==> src/rtl/esp_link_pkg.sv <==
// Shared definitions for the ESP32 nibble link (transmit and receive sides).
package esp_link_pkg;

  localparam int WORD_W  = 12;
  localparam int NIB_W   = 4;
  localparam int NIB_CNT = 3;

  localparam logic [1:0] PH_HI   = 2'b00;
  localparam logic [1:0] PH_MID  = 2'b01;
  localparam logic [1:0] PH_LO   = 2'b10;
  localparam logic [1:0] PH_IDLE = 2'b11;

  typedef enum logic [2:0] {
    ST_IDLE,
    ST_SETUP,
    ST_PULSE,
    ST_HOLD,
    ST_GAP
  } esp_state_t;

  // Nibble index 0 is the most significant nibble.
  function automatic logic [NIB_W-1:0] nib_sel(input logic [WORD_W-1:0] w,
                                               input logic [1:0] idx);
    case (idx)
      2'd0:    nib_sel = w[11:8];
      2'd1:    nib_sel = w[7:4];
      default: nib_sel = w[3:0];
    endcase
  endfunction

  function automatic logic [1:0] phase_of(input logic [1:0] idx);
    case (idx)
      2'd0:    phase_of = PH_HI;
      2'd1:    phase_of = PH_MID;
      default: phase_of = PH_LO;
    endcase
  endfunction

endpackage

==> src/rtl/sync_fifo.sv <==
// Synchronous FIFO with show-ahead read data and registered occupancy.
module sync_fifo #(
  parameter int WIDTH = 12,
  parameter int DEPTH = 4
) (
  input  logic                   clk,
  input  logic                   rst,
  input  logic                   wr_en,
  input  logic [WIDTH-1:0]       wr_data,
  input  logic                   rd_en,
  output logic [WIDTH-1:0]       rd_data,
  output logic                   full,
  output logic                   empty,
  output logic [$clog2(DEPTH):0] level
);

  localparam int AW = $clog2(DEPTH);

  logic [WIDTH-1:0] mem [DEPTH];
  logic [AW-1:0]    wr_ptr;
  logic [AW-1:0]    rd_ptr;
  logic             push;
  logic             pop;

  assign full    = (level == (AW+1)'(DEPTH));
  assign empty   = (level == '0);
  assign push    = wr_en & ~full;
  assign pop     = rd_en & ~empty;
  assign rd_data = mem[rd_ptr];

  always_ff @(posedge clk) begin
    if (rst) begin
      wr_ptr <= '0;
      rd_ptr <= '0;
      level  <= '0;
    end else begin
      if (push) wr_ptr <= wr_ptr + 1'b1;
      if (pop)  rd_ptr <= rd_ptr + 1'b1;
      case ({push, pop})
        2'b10:   level <= level + 1'b1;
        2'b01:   level <= level - 1'b1;
        default: level <= level;
      endcase
    end
  end

  always_ff @(posedge clk) begin
    if (push) mem[wr_ptr] <= wr_data;
  end

endmodule

==> src/rtl/esp_nibble_tx.sv <==
// Transmit path to the ESP32: FIFO-buffered 12-bit words sent as three
// phase-coded nibbles, each framed by setup / strobe / hold intervals.
module esp_nibble_tx
  import esp_link_pkg::*;
#(
  parameter int DEPTH     = 4,
  parameter int SETUP_CYC = 2,
  parameter int PULSE_CYC = 4,
  parameter int HOLD_CYC  = 2,
  parameter int GAP_CYC   = 4
) (
  input  logic                   ExtClk,
  input  logic                   ExtReset,
  input  logic [WORD_W-1:0]      TxData,
  input  logic                   TxValid,
  output logic                   TxReady,
  input  logic                   EspBusy,
  output logic [NIB_W-1:0]       NibOut,
  output logic [1:0]             PhaseOut,
  output logic                   PulseOut,
  output logic                   Busy,
  output logic [$clog2(DEPTH):0] Level,
  output logic                   OvfErr
);

  localparam int MAX_SP  = (SETUP_CYC > PULSE_CYC) ? SETUP_CYC : PULSE_CYC;
  localparam int MAX_HG  = (HOLD_CYC > GAP_CYC) ? HOLD_CYC : GAP_CYC;
  localparam int MAX_CYC = (MAX_SP > MAX_HG) ? MAX_SP : MAX_HG;
  localparam int CNT_W   = (MAX_CYC > 1) ? $clog2(MAX_CYC) : 1;

  esp_state_t        state;
  logic [CNT_W-1:0]  cnt;
  logic [1:0]        idx;
  logic [WORD_W-1:0] word;
  logic [WORD_W-1:0] rd_data;
  logic              full;
  logic              empty;
  logic              pop;

  assign pop     = (state == ST_IDLE) & ~empty & ~EspBusy;
  assign TxReady = ~full;

  sync_fifo #(
    .WIDTH (WORD_W),
    .DEPTH (DEPTH)
  ) u_fifo (
    .clk     (ExtClk),
    .rst     (ExtReset),
    .wr_en   (TxValid),
    .wr_data (TxData),
    .rd_en   (pop),
    .rd_data (rd_data),
    .full    (full),
    .empty   (empty),
    .level   (Level)
  );

  // Full is the pre-edge flag, so a write is flagged even when a pop frees a slot.
  always_ff @(posedge ExtClk) begin
    if (ExtReset)              OvfErr <= 1'b0;
    else if (TxValid && full)  OvfErr <= 1'b1;
  end

  always_ff @(posedge ExtClk) begin
    if (ExtReset) begin
      state    <= ST_IDLE;
      cnt      <= '0;
      idx      <= '0;
      word     <= '0;
      NibOut   <= '0;
      PhaseOut <= PH_IDLE;
      PulseOut <= 1'b0;
      Busy     <= 1'b0;
    end else begin
      case (state)
        ST_IDLE: begin
          if (pop) begin
            word     <= rd_data;
            idx      <= '0;
            NibOut   <= nib_sel(rd_data, 2'd0);
            PhaseOut <= phase_of(2'd0);
            cnt      <= CNT_W'(SETUP_CYC - 1);
            Busy     <= 1'b1;
            state    <= ST_SETUP;
          end
        end
        ST_SETUP: begin
          if (cnt == '0) begin
            PulseOut <= 1'b1;
            cnt      <= CNT_W'(PULSE_CYC - 1);
            state    <= ST_PULSE;
          end else begin
            cnt <= cnt - 1'b1;
          end
        end
        ST_PULSE: begin
          if (cnt == '0) begin
            PulseOut <= 1'b0;
            cnt      <= CNT_W'(HOLD_CYC - 1);
            state    <= ST_HOLD;
          end else begin
            cnt <= cnt - 1'b1;
          end
        end
        ST_HOLD: begin
          if (cnt == '0) begin
            if (idx < 2'(NIB_CNT - 1)) begin
              idx      <= idx + 2'd1;
              NibOut   <= nib_sel(word, idx + 2'd1);
              PhaseOut <= phase_of(idx + 2'd1);
              cnt      <= CNT_W'(SETUP_CYC - 1);
              state    <= ST_SETUP;
            end else begin
              NibOut   <= '0;
              PhaseOut <= PH_IDLE;
              cnt      <= CNT_W'(GAP_CYC - 1);
              state    <= ST_GAP;
            end
          end else begin
            cnt <= cnt - 1'b1;
          end
        end
        ST_GAP: begin
          if (cnt == '0) begin
            Busy  <= 1'b0;
            state <= ST_IDLE;
          end else begin
            cnt <= cnt - 1'b1;
          end
        end
        default: state <= ST_IDLE;
      endcase
    end
  end

endmodule

==> config.mk <==
export PLATFORM = sky130hd
export DESIGN_NAME = esp_nibble_tx
export DESIGN_NICKNAME = d
export VERILOG_FILES = /design/src/rtl/esp_link_pkg.sv /design/src/rtl/sync_fifo.sv /design/src/rtl/esp_nibble_tx.sv
export SDC_FILE = /design/constraint.sdc
export NUM_CORES = 1
export LEC_CHECK = 0
export CORE_UTILIZATION = 55
export CTS_BUF_LIST = sky130_fd_sc_hd__clkbuf_4 sky130_fd_sc_hd__clkbuf_8 sky130_fd_sc_hd__clkbuf_16
export CTS_CLUSTER_SIZE = 40
export DETAILED_ROUTE_END_ITERATION = 8
export HOLD_SLACK_MARGIN = 0.12
export PLACE_DENSITY = 0.76
export SLEW_MARGIN = 20
export SYNTH_ARGS = -nofsm -noshare
export SYNTH_HDL_FRONTEND = slang
export SYNTH_HIERARCHICAL = 1
export SYNTH_SLANG_ARGS = --single-unit
export TNS_END_PERCENT = 20
==> constraint.sdc <==
create_clock -name ExtClk -period 3.2 [get_ports ExtClk]
set_input_delay 0.64 -clock ExtClk [delete_from_list [all_inputs] [get_ports ExtClk]]
set_output_delay 0.64 -clock ExtClk [all_outputs]
set_load 0.005 [all_outputs]
==> out/results.ini, run 1 <==
[status]
status = finished clean

[grt]
grt_busiest_layer = met2
grt.total_usage_pct = 20.2
grt_util_met1_pct = 25.2
antenna_found_initial = 0
grt_pass1_vias = 2096
grt_pass1_wl_um = 9880

[cells_and_area]
diodes = 0
nNonClkBuffers = 33
syn2layout_area_growth_pct = 15.1
regMostFlops = u_fifo/mem
fill_cells = 485
comb-cell-share_pct = 30.4
layout_top_cell = edfxtp_1
final-nonclk-buf-share_pct = 7.71
seq_area_share_pct = 52.9
regArea_um2 = 2180
largest_reg_flops = 48
layout.nets = 344
comb_cells = 169
design_area_um2 = 4120
inverters_excl_clock = 18
n_sequential_cell = 85
nClkBuffers = 9
drive_above_1_share_pct = 9.35
finalNonFillerCells = 398
final_core_util_pct = 65.3
top_regs = u_fifo/mem (48), word (12), NibOut (4)
largest_class = sequential cells

[worst_setup_path]
cp_top_family = simple AND/OR/NAND/NOR gates
worst_setup_path_end_kind = flip-flop
r2r_cells = 12
reg2reg_to = u_fifo/level[2]$_SDFFE_PP0P_
rrSetupSlack_ns = 0.49
cp.buffers_inverters = 4
r2r_start = u_fifo/level[0]$_SDFFE_PP0P_
critical_path.max_stage_delay_ns = 0.43
critPathLaunch = EspBusy
arrival_ns = 3.07
crit_path_max_fanout = 2
required_ns = 3.49
worst-path-stages = 12
crit_end = u_fifo/level[2]$_SDFFE_PP0P_
cpMostUsedCell = inv_1
cpMaxStageDelayCell = clkdlybuf4s50_1

[run]
max-cap-violations = 0
warning_count = 33

[final_timing]
hold_slack_ns = 0.458
fin_crit_ns = 2.79
slew_violations = 0
rsz0062_at_grt = false
hold_violations = 0
worst_slack_ns = 0.415
maxClockFrequency_mhz = 359
setup_violations = 0
relSlewSlack_pct = 56.2
skew_ns = 0.00925
finalClockPeriodUsage_pct = 87.0
worst_pin_slew_ns = 0.656
setup_tns_ns = 0

[worst_hold_path]
min_path_cells = 2
hold_class = flip-flop to flip-flop
holdPathEnd = word[11]$_SDFFE_PP0P_
hp-start = word[11]$_SDFFE_PP0P_

[pwr]
power_clock_uw = 767
sw_frac_of_total_pct = 30.0
comb_power_uw = 809
switching_power_uw = 905
pwr_density_cell_nw_per_um2 = 732
comb_power_share_pct = 26.8
p_int_uw = 2110
powerSeq_uw = 1440
peakVddDrop_mv = 0.494
top_power_group = sequential cells
leakage_uw = 0.00145
power_frac_seq_pct = 47.8
p_clk_share_pct = 25.4
power.total_uw = 3020

[logic_synthesis]
ys_area_um2 = 3580
topCombFamilyByArea = simple AND/OR/NAND/NOR gates
syn_inst = 285
fp_nets = 313
netlist_area_um2 = 3580
avgSynthCellArea_um2 = 12.6
largest_area_cell = edfxtp_1
yosys.area_share.simple_pct = 11.5
ys_sh_xor_pct = 1.22
top_cell = edfxtp_1
synth_cell_types = 42
synth_warnings = 6
compound_area_share_pct = 8.77
yosys-top-cells-count = 48 x edfxtp_1, 37 x dfxtp_1, 34 x nand2_1
synth_flops = 85
top_cell_area_share_pct = 40.3
synth.area.mux_share_pct = 9.16
synth_seq_share_pct = 61.0
ys_cells = 285
area_leaders = edfxtp_1 40%, dfxtp_1 21%, mux4_1 7.3%
fa_ha_area_share_pct = 4.40
edf_count = 48

[die]
core_um2 = 6310
initCoreUtil_pct = 56.7
die_y_um = 82.7
chip_area_um2 = 6840
num_rows = 29
tap-cell-count = 77
die_x_um = 82.7
ios = 29

[placed_design]
dp_cells = 382
preCtsSetupSlack_ns = 0.0490
place_hpwl_um = 3910
dpl_cell_area_um2 = 3920
gp_congestion = 0.756
port_buffers = 28

[drt]
drtAntennaViolNets = 0
via_per_inst = 5.55
drc_errors = 0
dr.pass1.iters = 4
drtIter0Drc = 95
routed.top_layer = met4
met1_length_um = 2690
wl_per_cell_um = 14.9

[clock_tree]
cts_tree = yes
post_cts_resized = 0
root_buffer = clkbuf_8
cts.clk_slew.worst_paths_ns = 0.09
cts_setup_buffers = 0
numCtsBuffers = 9
cts_hold_buffers = 0
cts_buffer_depth = 2

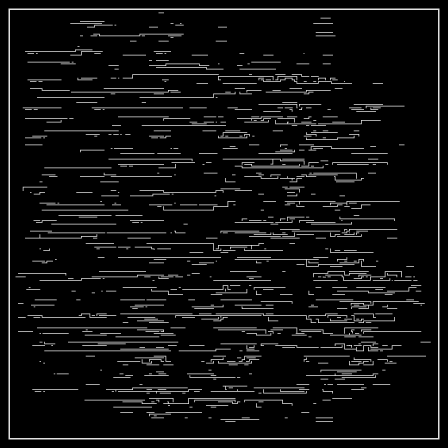
run_1/met1.png
longest straight run: 24.4 um
main direction: horizontal

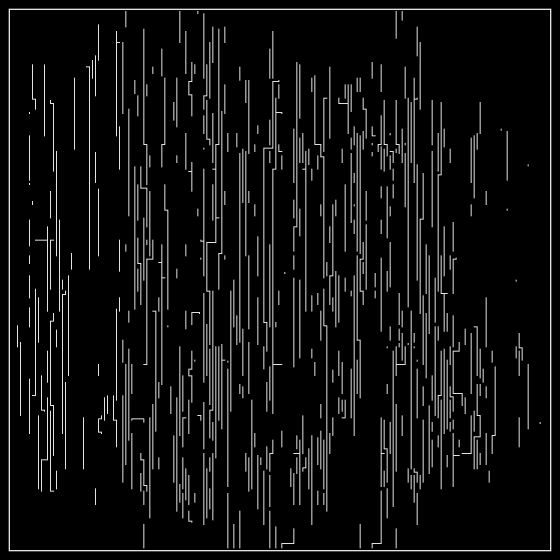
run_1/met2.png
wire length on this layer: 2,980 um
longest straight run: 37.4 um
share of all routed wire: 50%
main direction: vertical
nets with wire on the layer: 276
total wire length: 5950 um
M2 GR Usage: 33.3%
Vias: 2,209

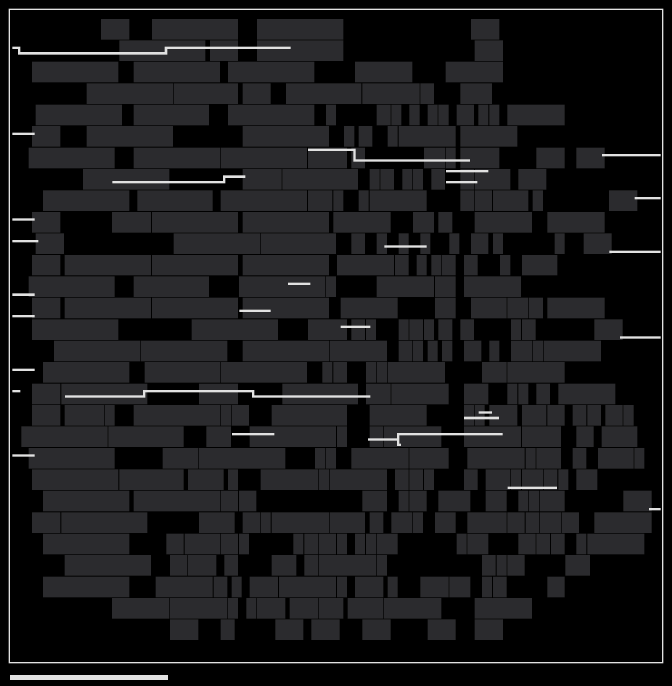
run_1/met3.png
Bar = 20 um. Cells faint in the background.
main direction: horizontal
wire length on this layer: 215 um
met3 GRT Util: 6.92%

run_1/registers.png
Bar = 20 um.
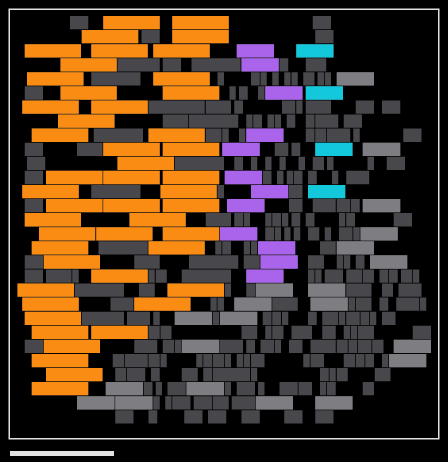

==> run 1 -> run 2 <==
--- a/config.mk
+++ b/config.mk
@@ -5,11 +5,13 @@
 export SDC_FILE = /design/constraint.sdc
 export NUM_CORES = 1
 export LEC_CHECK = 0
+export CORE_MARGIN = 4
 export CORE_UTILIZATION = 55
 export CTS_BUF_LIST = sky130_fd_sc_hd__clkbuf_4 sky130_fd_sc_hd__clkbuf_8 sky130_fd_sc_hd__clkbuf_16
 export CTS_CLUSTER_SIZE = 40
 export DETAILED_ROUTE_END_ITERATION = 8
 export HOLD_SLACK_MARGIN = 0.12
+export MAX_ROUTING_LAYER = met4
 export PLACE_DENSITY = 0.76
 export SLEW_MARGIN = 20
 export SYNTH_ARGS = -nofsm -noshare
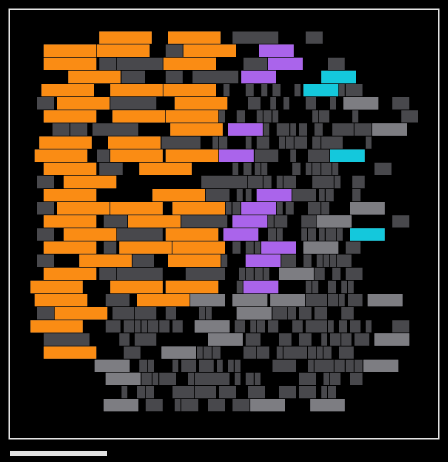
run_2/registers.png
Bar = 20 um.
legend:
  `NibOut`:
    colour: cyan
    flops: 4
  `u_fifo/mem`:
    colour: orange
    flops: 48
  `word`:
    colour: purple
    flops: 12
not coloured: 21

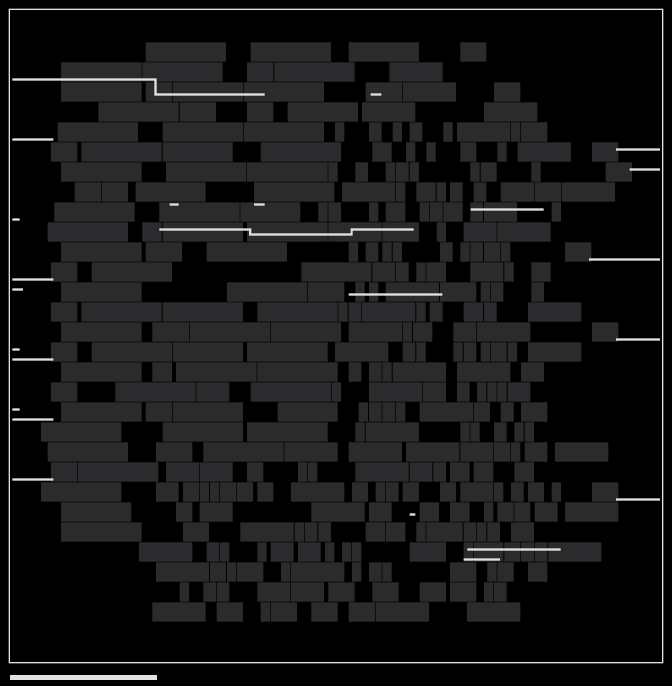
run_2/met3.png
Bar = 20 um. Cells faint in the background.
share of all routed wire: 2.8%
longest straight run: 19.3 um

==> out/results.ini, run 2 <==
[logic_synthesis]
largest_area_cell = edfxtp_1  ; unchanged
topCombFamilyByArea = simple AND/OR/NAND/NOR gates  ; unchanged
synth.area.mux_share_pct = 9.16  ; unchanged
avgSynthCellArea_um2 = 12.6  ; unchanged
syn_inst = 285  ; unchanged
ys_area_um2 = 3580  ; unchanged
ys_sh_xor_pct = 1.22  ; unchanged
yosys-top-cells-count = 48 x edfxtp_1, 37 x dfxtp_1, 34 x nand2_1  ; unchanged
synth_flops = 85  ; unchanged
ys_cells = 285  ; unchanged
synth_cell_types = 42  ; unchanged
top_cell = edfxtp_1  ; unchanged
yosys.area_share.simple_pct = 11.5  ; unchanged
fa_ha_area_share_pct = 4.40  ; unchanged
synth_seq_share_pct = 61.0  ; unchanged
compound_area_share_pct = 8.77  ; unchanged
synth_warnings = 6  ; unchanged
top_cell_area_share_pct = 40.3  ; unchanged

[drt]
met1_length_um = 2850  ; was 2690 um
routed.top_layer = met4  ; unchanged
drtAntennaViolNets = 0  ; unchanged
vias = 2162  ; was 2,209
wl_met3_um = 174  ; was 214 um
drc_errors = 0  ; unchanged
dr.pass1.iters = 4  ; unchanged
routed_wl_um = 6210  ; was 5950 um
via_per_inst = 5.43  ; was 5.55
drtIter0Drc = 149  ; was 95

[pwr]
switching_power_uw = 924  ; was 905 uW
power_clock_uw = 700  ; was 767 uW
comb_power_share_pct = 27.3  ; was 26.8%
pwr_density_cell_nw_per_um2 = 721  ; was 732 nW/um^2
sw_frac_of_total_pct = 31.3  ; was 30.0%
p_clk_share_pct = 23.7  ; was 25.4%
p_int_uw = 2030  ; was 2110 uW
powerSeq_uw = 1450  ; was 1440 uW
top_power_group = sequential cells  ; unchanged
comb_power_uw = 807  ; was 809 uW
power_frac_seq_pct = 49.0  ; was 47.8%
leakage_uw = 0.00143  ; was 0.00145 uW

[clock_tree]
clock_latency_ns = 0.35  ; about the same
cts_buffer_depth = 2  ; unchanged
root_buffer = clkbuf_8  ; unchanged
cts_setup_buffers = 0  ; unchanged
numCtsBuffers = 9  ; unchanged
cts_hold_buffers = 0  ; unchanged

[worst_setup_path]
worst-path-stages = 12  ; unchanged
crit_path_max_fanout = 2  ; unchanged
r2r_start = u_fifo/level[0]$_SDFFE_PP0P_  ; unchanged
cp_top_family = simple AND/OR/NAND/NOR gates  ; unchanged
critPathLaunch = EspBusy  ; unchanged
crit_end = u_fifo/level[2]$_SDFFE_PP0P_  ; unchanged
cpMostUsedCell = inv_1  ; unchanged
cpMaxStageDelayCell = or4_4  ; was clkdlybuf4s50_1
reg2reg_to = u_fifo/level[2]$_SDFFE_PP0P_  ; unchanged
cp.buffers_inverters = 4  ; unchanged
required_ns = 3.47  ; was 3.49 ns
rrSetupSlack_ns = 0.45  ; was 0.49 ns
worst_setup_path_end_kind = flip-flop  ; unchanged
r2r_cells = 12  ; unchanged
arrival_ns = 3.07  ; about the same

[cells_and_area]
design_area_um2 = 4100  ; was 4120 um^2
drive_above_1_share_pct = 9.66  ; was 9.35%
inverters_excl_clock = 18  ; unchanged
largest_reg_flops = 48  ; unchanged
fill_cells = 473  ; was 485
nClkBuffers = 9  ; unchanged
largest_class = sequential cells  ; unchanged
comb_cells = 169  ; unchanged
diodes = 0  ; unchanged
regArea_um2 = 2180  ; unchanged
syn2layout_area_growth_pct = 14.5  ; was 15.1%
n_sequential_cell = 85  ; unchanged
regMostFlops = u_fifo/mem  ; unchanged
layout_top_cell = edfxtp_1  ; unchanged
nNonClkBuffers = 33  ; unchanged
layout.nets = 344  ; unchanged
finalNonFillerCells = 398  ; unchanged
seq_area_share_pct = 53.2  ; was 52.9%
comb-cell-share_pct = 30.6  ; was 30.4%
final-nonclk-buf-share_pct = 7.75  ; was 7.71%
final_core_util_pct = 64.6  ; was 65.3%

[run]
max-cap-violations = 0  ; unchanged
warning_count = 33  ; unchanged

[die]
ios = 29  ; unchanged
tap-cell-count = 77  ; unchanged
core_um2 = 6350  ; was 6310 um^2
die_x_um = 88.7  ; was 82.7 um
chip_area_um2 = 7860  ; was 6840 um^2
initCoreUtil_pct = 56.4  ; was 56.7%
die_y_um = 88.7  ; was 82.7 um

[placed_design]
dp_cells = 382  ; unchanged
gp_congestion = 0.781  ; was 0.756
dpl_cell_area_um2 = 3920  ; unchanged
place_hpwl_um = 4240  ; was 3910 um
preCtsSetupSlack_ns = 0.0315  ; was 0.0490 ns
port_buffers = 28  ; unchanged

[final_timing]
hold_slack_ns = 0.459  ; was 0.458 ns
maxClockFrequency_mhz = 357  ; was 359 MHz
worst_slack_ns = 0.398  ; was 0.415 ns
hold_violations = 0  ; unchanged
setup_tns_ns = 0  ; unchanged
slew_violations = 0  ; unchanged
setup_violations = 0  ; unchanged
rsz0062_at_grt = false  ; unchanged
finalClockPeriodUsage_pct = 87.6  ; was 87.0%
relSlewSlack_pct = 36.6  ; was 56.2%
fin_crit_ns = 2.80  ; was 2.79 ns

[worst_hold_path]
hp-start = word[10]$_SDFFE_PP0P_  ; was word[11]$_SDFFE_PP0P_
min_path_cells = 2  ; unchanged
holdPathEnd = word[10]$_SDFFE_PP0P_  ; was word[11]$_SDFFE_PP0P_
hold_class = flip-flop to flip-flop  ; unchanged

[grt]
grt_pass1_vias = 2178  ; was 2,096
antenna_found_initial = 0  ; unchanged
grt_pass1_wl_um = 10600  ; was 9880 um

[status]
status = finished clean  ; unchanged

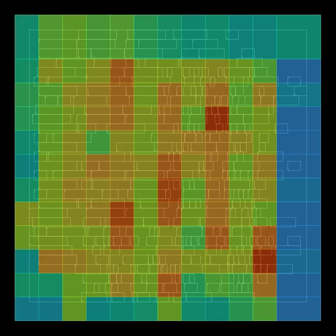
run_2/final_congestion.png
Routed wire per std cell: 15.6 um
GR Layer Usage met1: 23.4%
GRT Total Usage: 18.5%
gr busiest metal: met2

Power figures rest on the tool's default switching activity, not on a simulated workload.
